`src/rtl/shim_rd_arbiter_pkg.sv`:
```
// Shared types for the two-port read arbiter in front of the AXI shim.
// Field widths that do not depend on module parameters live here.
package shim_rd_arbiter_pkg;

    typedef logic [7:0] blen_t;
    typedef logic [1:0] size_t;
    typedef logic [1:0] port_vec_t;

    typedef enum logic {
        IDLE,
        HOLD
    } state_e;

endpackage

```
`src/rtl/shim_rd_arbiter_if.sv`:
```
// Shim-side read channel: one request handshake plus the response beat stream.
// The arbiter drives the request half through the master modport.
interface shim_rd_arbiter_if
    import shim_rd_arbiter_pkg::*;
#(
    parameter int AddrWidth = 64,
    parameter int DataWidth = 64,
    parameter int IdWidth   = 4
);

    logic                 rd_req;
    logic                 rd_gnt;
    logic [AddrWidth-1:0] rd_addr;
    blen_t                rd_blen;
    size_t                rd_size;
    logic                 rd_lock;
    logic [IdWidth-1:0]   rd_id;

    logic                 rd_valid;
    logic                 rd_rdy;
    logic                 rd_last;
    logic [DataWidth-1:0] rd_data;
    logic                 rd_exokay;
    logic [IdWidth-1:0]   rd_rsp_id;

    modport master (
        output rd_req, rd_addr, rd_blen, rd_size, rd_lock, rd_id, rd_rdy,
        input  rd_gnt, rd_valid, rd_last, rd_data, rd_exokay, rd_rsp_id
    );

    modport slave (
        input  rd_req, rd_addr, rd_blen, rd_size, rd_lock, rd_id, rd_rdy,
        output rd_gnt, rd_valid, rd_last, rd_data, rd_exokay, rd_rsp_id
    );

endinterface

```
`src/rtl/shim_rd_arbiter_rr_arb2.sv`:
```
// Two-way round-robin picker: on a tie the port that did not win last time wins.
module rr_arb2 (
    input  logic [1:0] req,
    input  logic       last_gnt,
    output logic [1:0] gnt
);

    always_comb begin
        gnt = 2'b00;
        if (req == 2'b11) begin
            gnt = last_gnt ? 2'b01 : 2'b10;
        end else begin
            gnt = req;
        end
    end

endmodule

```
`src/rtl/shim_rd_arbiter.sv`:
```
// Arbitrates two read requesters onto one shim read port, tags the shim ID with
// the port number, routes responses back by that tag and tracks bursts in flight.
module shim_rd_arbiter
    import shim_rd_arbiter_pkg::*;
#(
    parameter int AxiAddrWidth   = 64,
    parameter int AxiDataWidth   = 64,
    parameter int AxiIdWidth     = 4,
    parameter int MaxOutstanding = 4
) (
    input  logic                                clk_i,
    input  logic                                rst_i,

    input  logic [1:0]                          req_i,
    output logic [1:0]                          gnt_o,
    input  logic [1:0][AxiAddrWidth-1:0]        addr_i,
    input  logic [1:0][7:0]                     blen_i,
    input  logic [1:0][1:0]                     size_i,
    input  logic [1:0][AxiIdWidth-2:0]          id_i,
    input  logic [1:0]                          lock_i,

    output logic [1:0]                          valid_o,
    input  logic [1:0]                          rdy_i,
    output logic [1:0]                          last_o,
    output logic [1:0][AxiDataWidth-1:0]        data_o,
    output logic [1:0][AxiIdWidth-2:0]          id_o,
    output logic [1:0]                          exokay_o,

    shim_rd_arbiter_if.master                   shim,

    output logic                                unexpected_rsp_o
);

    localparam int CntWidth = $clog2(MaxOutstanding + 1);
    localparam logic [CntWidth-1:0] MaxCount = CntWidth'(MaxOutstanding);

    state_e                     state;
    state_e                     next_state;
    logic                       sel;
    logic                       last_gnt;
    logic                       granted;
    port_vec_t                  eligible;
    port_vec_t                  pick;
    port_vec_t                  rsp_done;
    logic                       rsp_port;
    logic [1:0][CntWidth-1:0]   count;

    logic [AxiAddrWidth-1:0]    addr_q;
    blen_t                      blen_q;
    size_t                      size_q;
    logic                       lock_q;
    logic [AxiIdWidth-2:0]      id_q;

    always_comb begin
        for (int p = 0; p < 2; p++) begin
            eligible[p] = req_i[p] && (count[p] < MaxCount);
        end
    end

    rr_arb2 u_rr_arb2 (
        .req      (eligible),
        .last_gnt (last_gnt),
        .gnt      (pick)
    );

    always_ff @(posedge clk_i or posedge rst_i) begin
        if (rst_i) begin
            state <= IDLE;
        end else begin
            state <= next_state;
        end
    end

    always_comb begin
        next_state = state;
        gnt_o      = 2'b00;
        granted    = 1'b0;
        case (state)
            IDLE: begin
                if (|eligible) begin
                    next_state = HOLD;
                end
            end
            HOLD: begin
                if (shim.rd_gnt) begin
                    granted    = 1'b1;
                    gnt_o[sel] = 1'b1;
                    next_state = IDLE;
                end
            end
            default: next_state = IDLE;
        endcase
    end

    // The request is captured on entry to HOLD so the requester may drop req_i
    // without disturbing what the shim sees.
    always_ff @(posedge clk_i or posedge rst_i) begin
        if (rst_i) begin
            sel    <= 1'b0;
            addr_q <= '0;
            blen_q <= '0;
            size_q <= '0;
            lock_q <= 1'b0;
            id_q   <= '0;
        end else if (state == IDLE && (|eligible)) begin
            sel    <= pick[1];
            addr_q <= addr_i[pick[1]];
            blen_q <= blen_i[pick[1]];
            size_q <= size_i[pick[1]];
            lock_q <= lock_i[pick[1]];
            id_q   <= id_i[pick[1]];
        end
    end

    always_ff @(posedge clk_i or posedge rst_i) begin
        if (rst_i) begin
            last_gnt <= 1'b1;
        end else if (granted) begin
            last_gnt <= sel;
        end
    end

    assign shim.rd_req  = (state == HOLD);
    assign shim.rd_addr = addr_q;
    assign shim.rd_blen = blen_q;
    assign shim.rd_size = size_q;
    assign shim.rd_lock = lock_q;
    assign shim.rd_id   = {sel, id_q};

    assign rsp_port    = shim.rd_rsp_id[AxiIdWidth-1];
    assign valid_o     = {shim.rd_valid & rsp_port, shim.rd_valid & ~rsp_port};
    assign shim.rd_rdy = rdy_i[rsp_port];
    assign last_o      = {2{shim.rd_last}};
    assign exokay_o    = {2{shim.rd_exokay}};
    assign data_o      = {shim.rd_data, shim.rd_data};
    assign id_o        = {shim.rd_rsp_id[AxiIdWidth-2:0], shim.rd_rsp_id[AxiIdWidth-2:0]};

    always_comb begin
        for (int p = 0; p < 2; p++) begin
            rsp_done[p] = shim.rd_valid && shim.rd_rdy && shim.rd_last && (rsp_port == p[0]);
        end
    end

    // A last beat for a port with nothing in flight is flagged rather than counted.
    always_ff @(posedge clk_i or posedge rst_i) begin
        if (rst_i) begin
            count <= '0;
        end else begin
            for (int p = 0; p < 2; p++) begin
                if (granted && (sel == p[0]) && !rsp_done[p]) begin
                    count[p] <= count[p] + 1'b1;
                end else if (rsp_done[p] && !(granted && (sel == p[0])) && (count[p] != '0)) begin
                    count[p] <= count[p] - 1'b1;
                end
            end
        end
    end

    always_ff @(posedge clk_i or posedge rst_i) begin
        if (rst_i) begin
            unexpected_rsp_o <= 1'b0;
        end else if ((rsp_done[0] && count[0] == '0) || (rsp_done[1] && count[1] == '0)) begin
            unexpected_rsp_o <= 1'b1;
        end
    end

endmodule

```
`src/flat_wrapper.sv`:
```
// flat-port wrapper written by rule: the top's interface ports become plain ports
module shim_rd_arbiter_flat import shim_rd_arbiter_pkg::*;
#(
    parameter int AxiAddrWidth   = 64,
    parameter int AxiDataWidth   = 64,
    parameter int AxiIdWidth     = 4,
    parameter int MaxOutstanding = 4
)
  (clk_i, rst_i, req_i, gnt_o, addr_i, blen_i, size_i, id_i, lock_i, valid_o, rdy_i, last_o, data_o, id_o, exokay_o, unexpected_rsp_o, shim_rd_req, shim_rd_addr, shim_rd_blen, shim_rd_size, shim_rd_lock, shim_rd_id, shim_rd_rdy, shim_rd_gnt, shim_rd_valid, shim_rd_last, shim_rd_data, shim_rd_exokay, shim_rd_rsp_id);
  shim_rd_arbiter_if #(.AddrWidth((64)), .DataWidth((64)), .IdWidth((4))) shim_i ();
  input  logic clk_i;
  input  logic rst_i;
  input  logic [1:0] req_i;
  output logic [1:0] gnt_o;
  input  logic [1:0][AxiAddrWidth-1:0] addr_i;
  input  logic [1:0][7:0] blen_i;
  input  logic [1:0][1:0] size_i;
  input  logic [1:0][AxiIdWidth-2:0] id_i;
  input  logic [1:0] lock_i;
  output logic [1:0] valid_o;
  input  logic [1:0] rdy_i;
  output logic [1:0] last_o;
  output logic [1:0][AxiDataWidth-1:0] data_o;
  output logic [1:0][AxiIdWidth-2:0] id_o;
  output logic [1:0] exokay_o;
  output logic unexpected_rsp_o;
  output wire logic [$bits(shim_i.rd_req)-1:0] shim_rd_req;
  output wire logic [$bits(shim_i.rd_addr)-1:0] shim_rd_addr;
  output wire logic [$bits(shim_i.rd_blen)-1:0] shim_rd_blen;
  output wire logic [$bits(shim_i.rd_size)-1:0] shim_rd_size;
  output wire logic [$bits(shim_i.rd_lock)-1:0] shim_rd_lock;
  output wire logic [$bits(shim_i.rd_id)-1:0] shim_rd_id;
  output wire logic [$bits(shim_i.rd_rdy)-1:0] shim_rd_rdy;
  input wire logic [$bits(shim_i.rd_gnt)-1:0] shim_rd_gnt;
  input wire logic [$bits(shim_i.rd_valid)-1:0] shim_rd_valid;
  input wire logic [$bits(shim_i.rd_last)-1:0] shim_rd_last;
  input wire logic [$bits(shim_i.rd_data)-1:0] shim_rd_data;
  input wire logic [$bits(shim_i.rd_exokay)-1:0] shim_rd_exokay;
  input wire logic [$bits(shim_i.rd_rsp_id)-1:0] shim_rd_rsp_id;
  assign shim_rd_req = shim_i.rd_req;
  assign shim_rd_addr = shim_i.rd_addr;
  assign shim_rd_blen = shim_i.rd_blen;
  assign shim_rd_size = shim_i.rd_size;
  assign shim_rd_lock = shim_i.rd_lock;
  assign shim_rd_id = shim_i.rd_id;
  assign shim_rd_rdy = shim_i.rd_rdy;
  assign shim_i.rd_gnt = shim_rd_gnt;
  assign shim_i.rd_valid = shim_rd_valid;
  assign shim_i.rd_last = shim_rd_last;
  assign shim_i.rd_data = shim_rd_data;
  assign shim_i.rd_exokay = shim_rd_exokay;
  assign shim_i.rd_rsp_id = shim_rd_rsp_id;
  shim_rd_arbiter #(.AxiAddrWidth(AxiAddrWidth), .AxiDataWidth(AxiDataWidth), .AxiIdWidth(AxiIdWidth), .MaxOutstanding(MaxOutstanding)) u_core (.clk_i(clk_i), .rst_i(rst_i), .req_i(req_i), .gnt_o(gnt_o), .addr_i(addr_i), .blen_i(blen_i), .size_i(size_i), .id_i(id_i), .lock_i(lock_i), .valid_o(valid_o), .rdy_i(rdy_i), .last_o(last_o), .data_o(data_o), .id_o(id_o), .exokay_o(exokay_o), .shim(shim_i), .unexpected_rsp_o(unexpected_rsp_o));
endmodule
```
`config.mk`:
```
export PLATFORM = sky130hd
export DESIGN_NAME = shim_rd_arbiter_flat
export DESIGN_NICKNAME = d
export VERILOG_FILES = /design/src/rtl/shim_rd_arbiter_pkg.sv /design/src/rtl/shim_rd_arbiter_if.sv /design/src/rtl/shim_rd_arbiter_rr_arb2.sv /design/src/rtl/shim_rd_arbiter.sv /design/src/flat_wrapper.sv
export SDC_FILE = /design/constraint.sdc
export NUM_CORES = 1
export LEC_CHECK = 0
export CORE_AREA = 4 4 174 176
export CTS_CLUSTER_SIZE = 10
export DETAILED_ROUTE_END_ITERATION = 12
export DIE_AREA = 0 0 178 180
export HOLD_SLACK_MARGIN = 0.05
export PLACE_DENSITY = 0.59
export SYNTH_ARGS = -nofsm -noshare
export SYNTH_HDL_FRONTEND = slang
export SYNTH_SLANG_ARGS = --single-unit
```
`constraint.sdc`:
```
create_clock -name clk_i -period 2.8 [get_ports clk_i]
set_input_delay 0.56 -clock clk_i [delete_from_list [all_inputs] [get_ports clk_i]]
set_output_delay 0.56 -clock clk_i [all_outputs]
set_load 0.01 [all_outputs]
```
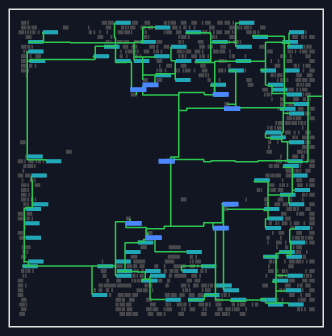
**Above:** clock network drawn from the DEF.
- blue: clock drivers (count 9)
- cyan: flip-flops (count 88)
- green: clock wires (length 1770 um)
- routed clock nets: 10
- flops lie: spread over the die

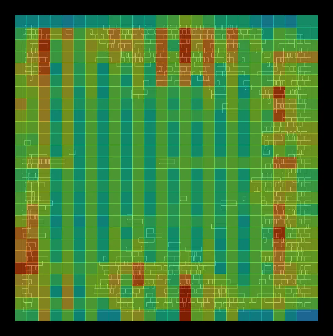
**Above:** routing congestion map.
fin util: 25.7%
Routed WL per cell: 17.6 um

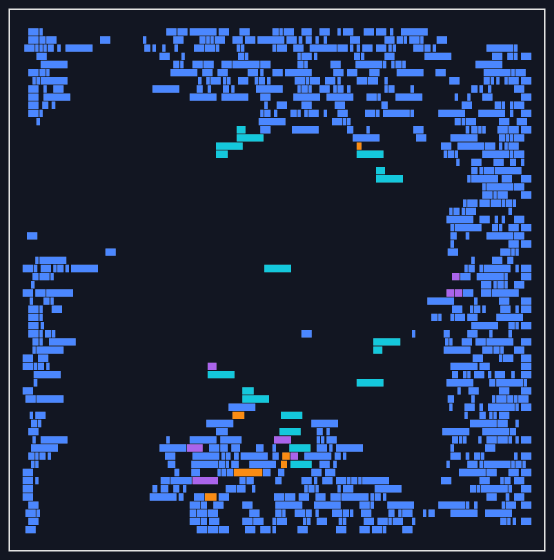
**Above:** drive-strength map.
- cyan: _6 and larger (cells 18; share 2.5%)
- blue: _0 and _1 cells (cells 691; share 96%)
- purple: _3 and _4 cells (cells 8; share 1.1%)
- orange: _2 cells (cells 6; share 0.83%)

==> flow_metrics.tcl <==
# implementation run metrics
set metrics [dict create \
    status "finished, final reports clean" \
    cpMostUsedCell "clkdlybuf4s50_1" \
    antenna_left 0 \
    startpoint_type "input pin" \
    crit_cells 3 \
    p_clk_share_pct 17.5 \
    hold_viol_final 0 \
    yosysCellCount 621 \
    num_rows 62 \
    path_delay_family "buffers and inverters" \
    routabilityCongestion 0.743 \
    endpoint_kind "primary output" \
    arrival_ns 1.95 \
    antenna_found_initial 0 \
    rsz0062_at_grt "no" \
    warnings 28 \
    ys_seq_elements 88 \
    finClkSkew_ns 0.0135 \
    vias_per_cell 4.00 \
    seq_share_pct 30.0 \
    critical_path_class "in2out" \
    area_growth_pct 43.2 \
    wl_met2_um 9990 \
    area_dominant_class "buffers" \
    power_density_nw_per_um2 968 \
    core_um2 28600 \
    timing.final.crit_share_pct 89.6 \
    worstHoldStart "u_core.unexpected_rsp_o" \
    comb_share_pct 23.6 \
    drive_above_1_share_pct 4.43 \
    nMultiInputCombCells 358 \
    reg2reg_depth 5 \
    setup_violations 0 \
    nonClkBufAreaFrac_pct 35.9 \
    cts_repair_resize_count 0 \
    cts_buffers 9 \
    insertion_delay_ns 0.35 \
    nets 954 \
    crit_chain "clkdlybuf4s50_1 > mux2_2 > clkdlybuf4s50_1" \
    cts_setup_buffers 0 \
    cts_buffer_depth 2 \
    final_cell_mix "253 x clkdlybuf4s50_1, 162 x nand2_1, 87 x dfrtp_1, 79 x nor2_1, 78 x a31oi_1" \
    ys_sh_simple_pct 20.2 \
    fin_crit_ns 2.51 \
    critPathRequiredTime_ns 2.24 \
    mux_share_pct 1.34 \
    relSlewSlack_pct 56.3 \
    hold_ws_ns 0.481 \
    synthArstFlopShare_pct 100 \
    die-area_um2 32000 \
    grt_max_degree 105 \
    grtUsageTotal_pct 11.3 \
    vias 4429 \
    total_power_uw 7120 \
    drt_iter0_markers 142 \
    largest_reg_flops 64 \
    met2_usage_pct 21.0 \
    syn-instance-count 621 \
    use_met3_pct 5.95 \
    fp-utilization_pct 17.9 \
    critPathSlowestCell "clkdlybuf4s50_1" \
    n_all_buffers 260 \
    min_to "u_core.unexpected_rsp_o" \
    synth_chip_area_um2 5130 \
    ctsHoldBuffers 0 \
    synth_nets 857 \
    hold_path_class "reg2reg" \
    internal_power_uw 4400 \
]
## power groups by stage
stage	combinational (uW)	clock [uW]	sequential [uW]
floorplan	1660	0	2560
global placement	3620	0	2310
detailed placement	3640	0	2350
CTS	3640	1340	2330
global route	3900	1370	2420
finish	3560	1250	2310
## metrics by stage
step / util, % / cells
after global placement: 24.7 / 1091
after detailed placement: 24.7 / 1091
after CTS: 25.7 / 1107
after global routing: 25.7 / 1107
after floorplan: - / 621
final: 25.7 / 1107
## cells in the mapped netlist (all sizes together), types with 3 or more instances
| master | instances | share of area (%) |
|---|---|---|
| buf | 163 | 23 |
| nand2 | 163 | 12 |
| dfrtp | 87 | 42 |
| nor2 | 79 | 5.8 |
| a31oi | 78 | 9.5 |
| clkbuf | 11 | 0.80 |
| mux2 | 4 | 0.95 |
| o21a | 3 | 0.44 |
No activity file was given, so power comes from the tool's default toggle rates.
